## src/rtl/tlc_pkg.sv

```systemverilog
// Shared types for the signal-head phase scheduler:
// light codes, FSM states and phase-index arithmetic.
package tlc_pkg;

    localparam logic [1:0] LC_GREEN  = 2'd0;
    localparam logic [1:0] LC_YELLOW = 2'd1;
    localparam logic [1:0] LC_RED    = 2'd2;

    typedef enum logic [1:0] {
        ST_ALLRED = 2'd0,
        ST_GREEN  = 2'd1,
        ST_YELLOW = 2'd2
    } state_t;

    // (p + k) mod n on a 2-bit phase index
    function automatic logic [1:0] ph_add(
        input logic [1:0] p,
        input int         k,
        input int         n
    );
        int s;
        s = (int'(p) + k) % n;
        return s[1:0];
    endfunction

endpackage

```

## src/rtl/tlc_phase_sched_if.sv

```systemverilog
// Controller-side bundle of the phase scheduler: timebase,
// mode and requests in; light codes and status out.
interface tlc_phase_sched_if #(
    parameter int N_PHASE = 3
);
    logic                   tick;
    logic                   peak;
    logic [N_PHASE-1:0]     req;
    logic [2*N_PHASE-1:0]   light;
    logic [1:0]             cur_phase;
    logic                   green_start;
    logic [N_PHASE-1:0]     pending;

    modport master (
        output tick, peak, req,
        input  light, cur_phase, green_start, pending
    );

    modport slave (
        input  tick, peak, req,
        output light, cur_phase, green_start, pending
    );
endinterface

```

## src/rtl/tlc_rr_pick.sv

```systemverilog
// Round-robin first-set finder: lowest set bit of vec
// at or after start, wrapping; idx = start when none set.
module tlc_rr_pick
    import tlc_pkg::*;
#(
    parameter int N = 3
) (
    input  logic [N-1:0] vec,
    input  logic [1:0]   start,
    output logic [1:0]   idx,
    output logic         found
);

    always_comb begin
        found = 1'b0;
        idx   = start;
        for (int k = 0; k < N; k++) begin
            if (!found && vec[ph_add(start, k, N)]) begin
                found = 1'b1;
                idx   = ph_add(start, k, N);
            end
        end
    end

endmodule

```

## src/rtl/tlc_phase_sched.sv

```systemverilog
// Phase scheduler: peak fixed rotation or off-peak
// request-driven round-robin with min/max and rest-in-green.
module tlc_phase_sched
    import tlc_pkg::*;
#(
    parameter int N_PHASE    = 3,
    parameter int TW         = 6,
    parameter int GREEN_PEAK = 32,
    parameter int GREEN_MIN  = 16,
    parameter int GREEN_MAX  = 32,
    parameter int YELLOW     = 4,
    parameter int ALLRED     = 2
) (
    input  logic             clk,
    input  logic             reset,
    tlc_phase_sched_if.slave bus
);

    // A state of length D ends on the tick where timer == D-1
    localparam logic [TW-1:0] T_AR   = TW'(ALLRED - 1);
    localparam logic [TW-1:0] T_Y    = TW'(YELLOW - 1);
    localparam logic [TW-1:0] T_GP   = TW'(GREEN_PEAK - 1);
    localparam logic [TW-1:0] T_GMIN = TW'(GREEN_MIN - 1);
    localparam logic [TW-1:0] T_GMAX = TW'(GREEN_MAX - 1);

    state_t               state, state_n;
    logic [TW-1:0]        timer, timer_n;
    logic [1:0]           cur, cur_n;
    logic [1:0]           ptr, ptr_n;
    logic [N_PHASE-1:0]   pend, pend_n;
    logic [2*N_PHASE-1:0] light, light_n;
    logic                 gs, gs_n;

    logic [1:0]           pick_idx;
    logic                 pick_found;
    logic                 other;
    logic                 own_req;
    logic                 green_done;

    tlc_rr_pick #(
        .N (N_PHASE)
    ) u_pick (
        .vec   (pend),
        .start (ptr),
        .idx   (pick_idx),
        .found (pick_found)
    );

    always_comb begin
        other   = 1'b0;
        own_req = 1'b0;
        for (int i = 0; i < N_PHASE; i++) begin
            if (2'(i) == cur)
                own_req = bus.req[i];
            else
                other = other | pend[i];
        end
    end

    assign green_done = bus.peak
        ? (timer >= T_GP)
        : (timer >= T_GMIN && other &&
           (!own_req || timer >= T_GMAX));

    always_comb begin
        state_n = state;
        timer_n = timer;
        cur_n   = cur;
        ptr_n   = ptr;
        gs_n    = 1'b0;
        pend_n  = pend | bus.req;
        if (bus.tick) begin
            timer_n = (&timer) ? timer : timer + TW'(1);
            unique case (state)
                ST_ALLRED: begin
                    if (timer >= T_AR) begin
                        state_n = ST_GREEN;
                        timer_n = '0;
                        gs_n    = 1'b1;
                        cur_n   = (bus.peak || !pick_found)
                                  ? ptr : pick_idx;
                        // entry clear beats a same-cycle request
                        for (int i = 0; i < N_PHASE; i++)
                            if (2'(i) == cur_n)
                                pend_n[i] = 1'b0;
                    end
                end
                ST_GREEN: begin
                    if (green_done) begin
                        state_n = ST_YELLOW;
                        timer_n = '0;
                    end
                end
                ST_YELLOW: begin
                    if (timer >= T_Y) begin
                        state_n = ST_ALLRED;
                        timer_n = '0;
                        ptr_n   = ph_add(cur, 1, N_PHASE);
                    end
                end
                default: begin
                    state_n = ST_ALLRED;
                    timer_n = '0;
                end
            endcase
        end
    end

    always_comb begin
        light_n = {N_PHASE{LC_RED}};
        for (int i = 0; i < N_PHASE; i++) begin
            if (2'(i) == cur_n) begin
                unique case (1'b1)
                    (state_n == ST_GREEN):
                        light_n[2*i +: 2] = LC_GREEN;
                    (state_n == ST_YELLOW):
                        light_n[2*i +: 2] = LC_YELLOW;
                    default:
                        light_n[2*i +: 2] = LC_RED;
                endcase
            end
        end
    end

    always_ff @(posedge clk) begin
        if (!reset) begin
            state <= ST_ALLRED;
            timer <= '0;
            cur   <= '0;
            ptr   <= '0;
            pend  <= '0;
            gs    <= 1'b0;
            light <= {N_PHASE{LC_RED}};
        end else begin
            state <= state_n;
            timer <= timer_n;
            cur   <= cur_n;
            ptr   <= ptr_n;
            pend  <= pend_n;
            gs    <= gs_n;
            light <= light_n;
        end
    end

    assign bus.light       = light;
    assign bus.cur_phase   = cur;
    assign bus.green_start = gs;
    assign bus.pending     = pend;

endmodule
```

## src/flat_wrapper.sv

```systemverilog
// flat-port wrapper written by rule: the top's interface ports become plain ports
module tlc_phase_sched_flat import tlc_pkg::*;
#(
    parameter int N_PHASE    = 3,
    parameter int TW         = 6,
    parameter int GREEN_PEAK = 32,
    parameter int GREEN_MIN  = 16,
    parameter int GREEN_MAX  = 32,
    parameter int YELLOW     = 4,
    parameter int ALLRED     = 2
)
  (clk, reset, bus_tick, bus_peak, bus_req, bus_light, bus_cur_phase, bus_green_start, bus_pending);
  tlc_phase_sched_if #(.N_PHASE(N_PHASE)) bus_i ();
  input  logic clk;
  input  logic reset;
  input wire logic [$bits(bus_i.tick)-1:0] bus_tick;
  input wire logic [$bits(bus_i.peak)-1:0] bus_peak;
  input wire logic [$bits(bus_i.req)-1:0] bus_req;
  output wire logic [$bits(bus_i.light)-1:0] bus_light;
  output wire logic [$bits(bus_i.cur_phase)-1:0] bus_cur_phase;
  output wire logic [$bits(bus_i.green_start)-1:0] bus_green_start;
  output wire logic [$bits(bus_i.pending)-1:0] bus_pending;
  assign bus_i.tick = bus_tick;
  assign bus_i.peak = bus_peak;
  assign bus_i.req = bus_req;
  assign bus_light = bus_i.light;
  assign bus_cur_phase = bus_i.cur_phase;
  assign bus_green_start = bus_i.green_start;
  assign bus_pending = bus_i.pending;
  tlc_phase_sched #(.N_PHASE(N_PHASE), .TW(TW), .GREEN_PEAK(GREEN_PEAK), .GREEN_MIN(GREEN_MIN), .GREEN_MAX(GREEN_MAX), .YELLOW(YELLOW), .ALLRED(ALLRED)) u_core (.clk(clk), .reset(reset), .bus(bus_i));
endmodule
```

## config.mk

```make
export PLATFORM = sky130hd
export DESIGN_NAME = tlc_phase_sched_flat
export DESIGN_NICKNAME = d
export VERILOG_FILES = /design/src/rtl/tlc_pkg.sv /design/src/rtl/tlc_phase_sched_if.sv /design/src/rtl/tlc_rr_pick.sv /design/src/rtl/tlc_phase_sched.sv /design/src/flat_wrapper.sv
export SDC_FILE = /design/constraint.sdc
export NUM_CORES = 1
export LEC_CHECK = 0
export CAP_MARGIN = 20
export CORE_MARGIN = 1
export CORE_UTILIZATION = 58
export DETAILED_ROUTE_END_ITERATION = 10
export GPL_TIMING_DRIVEN = 0
export PLACE_DENSITY = 0.8
export SYNTH_ARGS = -nofsm -noshare
export SYNTH_HDL_FRONTEND = slang
export SYNTH_SLANG_ARGS = --single-unit
```

## constraint.sdc

```tcl
create_clock -name clk -period 4.35 [get_ports clk]
set_input_delay 0.435 -clock clk [delete_from_list [all_inputs] [get_ports clk]]
set_output_delay 0.435 -clock clk [all_outputs]
set_load 0.05 [all_outputs]
```

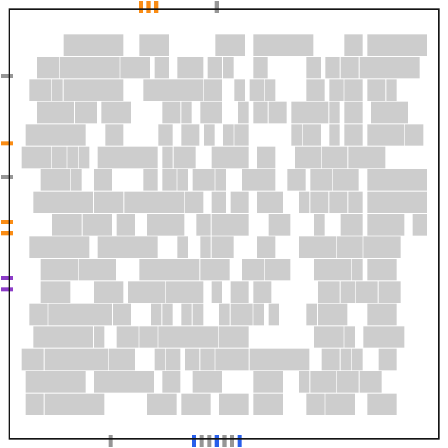
(I/O pins on the die edge)
Pins as bars across the die edge, other pins in grey.
bus_light -> orange  # pins 6, direction output, edge 3 left, 3 top
bus_cur_phase -> purple  # pins 2, direction output, edge left
bus_pending -> blue  # pins 3, direction output, edge bottom
all pins by edge = 8 bottom, 7 left, 4 top
height of the die: 51.87 microns
PortBufs: 18

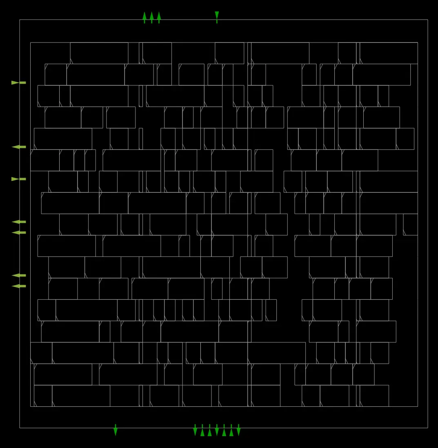
(cell outlines without signal wires)
Core Box Area: 2276 sq um
sequential cells: 22
Placement Rows: 17

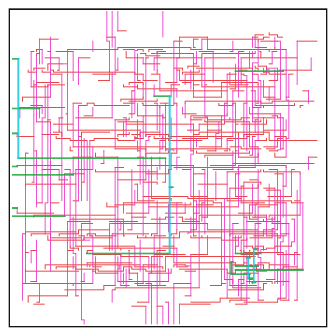
(routed metal, one colour a layer)
met4 -> cyan  # wire length 51.0 microns
met1 -> red  # wire length 1530 microns
met3 -> green  # wire length 99.6 microns
met2 -> magenta  # wire length 1500 microns
Via Count: 1300
overall global routing resource usage: 26.41%
Detailed Route WL: 3.176 mm
WL per Instance: 14.70 microns

==> impl_metrics.ini <==
; synthesis and place-and-route metrics
[status]
status = finished clean

[routing]
drtIter0Drc = 30
top_layer = met4
wl_met3_microns = 99
m1WireLength_mm = 1.525

[yosys]
yosys_area_sq_um = 1443
ys_warn_count = 0
top_area_cell = dfxtp_1
syn_area_per_cell_sq_um = 8.639
topCellsByArea = dfxtp_1 31%, ha_1 9.5%, nand2_1 4.7%, nand2b_1 4.3%, mux2i_1 3.5%
netlist_area_sq_um = 1443
yosysUniqueCellTypes = 49
fp_nets = 185
async_reset_ff_share_pct = 0
most_common_cell = dfxtp_1

[placed_design]
placed_area_sq_um = 1658
gp_congestion = 0.8010

[grt]
met1_usage_pct = 33.15
grt-busiest-layer = met2
grt_pass1_vias = 1154

[min_path]
holdPathStages = 2
worstHoldPathType = reg -> reg
hold_start = u_core.timer[1]

[cells_and_area]
drive_gt1_share_pct = 11.17
buffer_area_share_pct = 12.66
n_antenna_cell = 0
logic_area_sq_um = 939.7
stdcell_count = 216
clock_tree_area_fraction_pct = 1.340
lay_top_count = dfxtp_1

[final_timing]
period_needed_ns = 2.781
setup_tns_ns = 0
grt_setup_unrepaired = false
slew-limit-headroom_pct = 65.99
hold_ws_ns = 0.5472

[clocking]
cts_resized = 0
cts_hold_buf = 0
cts.path.max_buffers = 2

[critical_path]
r2r-end = u_core.bus.light[1]
critPathSlowestCell = or4_1
path_common_cell = ha_1
startpoint = u_core.bus.cur_phase[1]

[run]
max_cap_viol_count = 0

[power]
p_seq_uw = 238
pwr-share-comb_pct = 40.4
switching_power_uw = 214.6
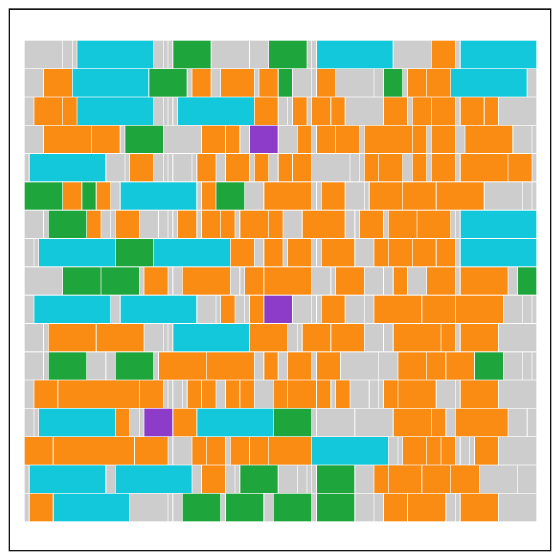
(placed cells, one colour a class)
Fill, decap, tap and diode cells in grey.
cells driving clock nets -> purple  # cells 3
flip-flops -> cyan  # cells 22
other buffers and delay cells -> green  # cells 24
all other logic -> orange  # cells 139
Seq area share: 26.21%
finished layout cell area: 1680 sq um
Final Util: 73.83%

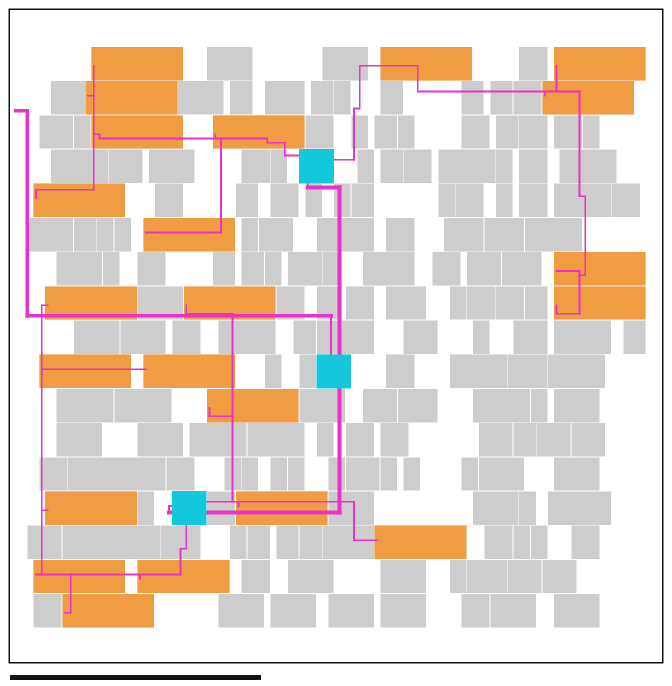
(clock distribution)
Bar = 20 microns.
flip-flops -> orange  # count 22
clock wires -> magenta  # length 285 microns
cells driving clock nets -> cyan  # count 3
flops lie = widely spread
routed clock nets = 4
clk latency late pin: 0.31 ns
Worst Skew: 0.004767 ns
Clk pwr share: 16.8%

Power is estimated from default activity; no workload was simulated.
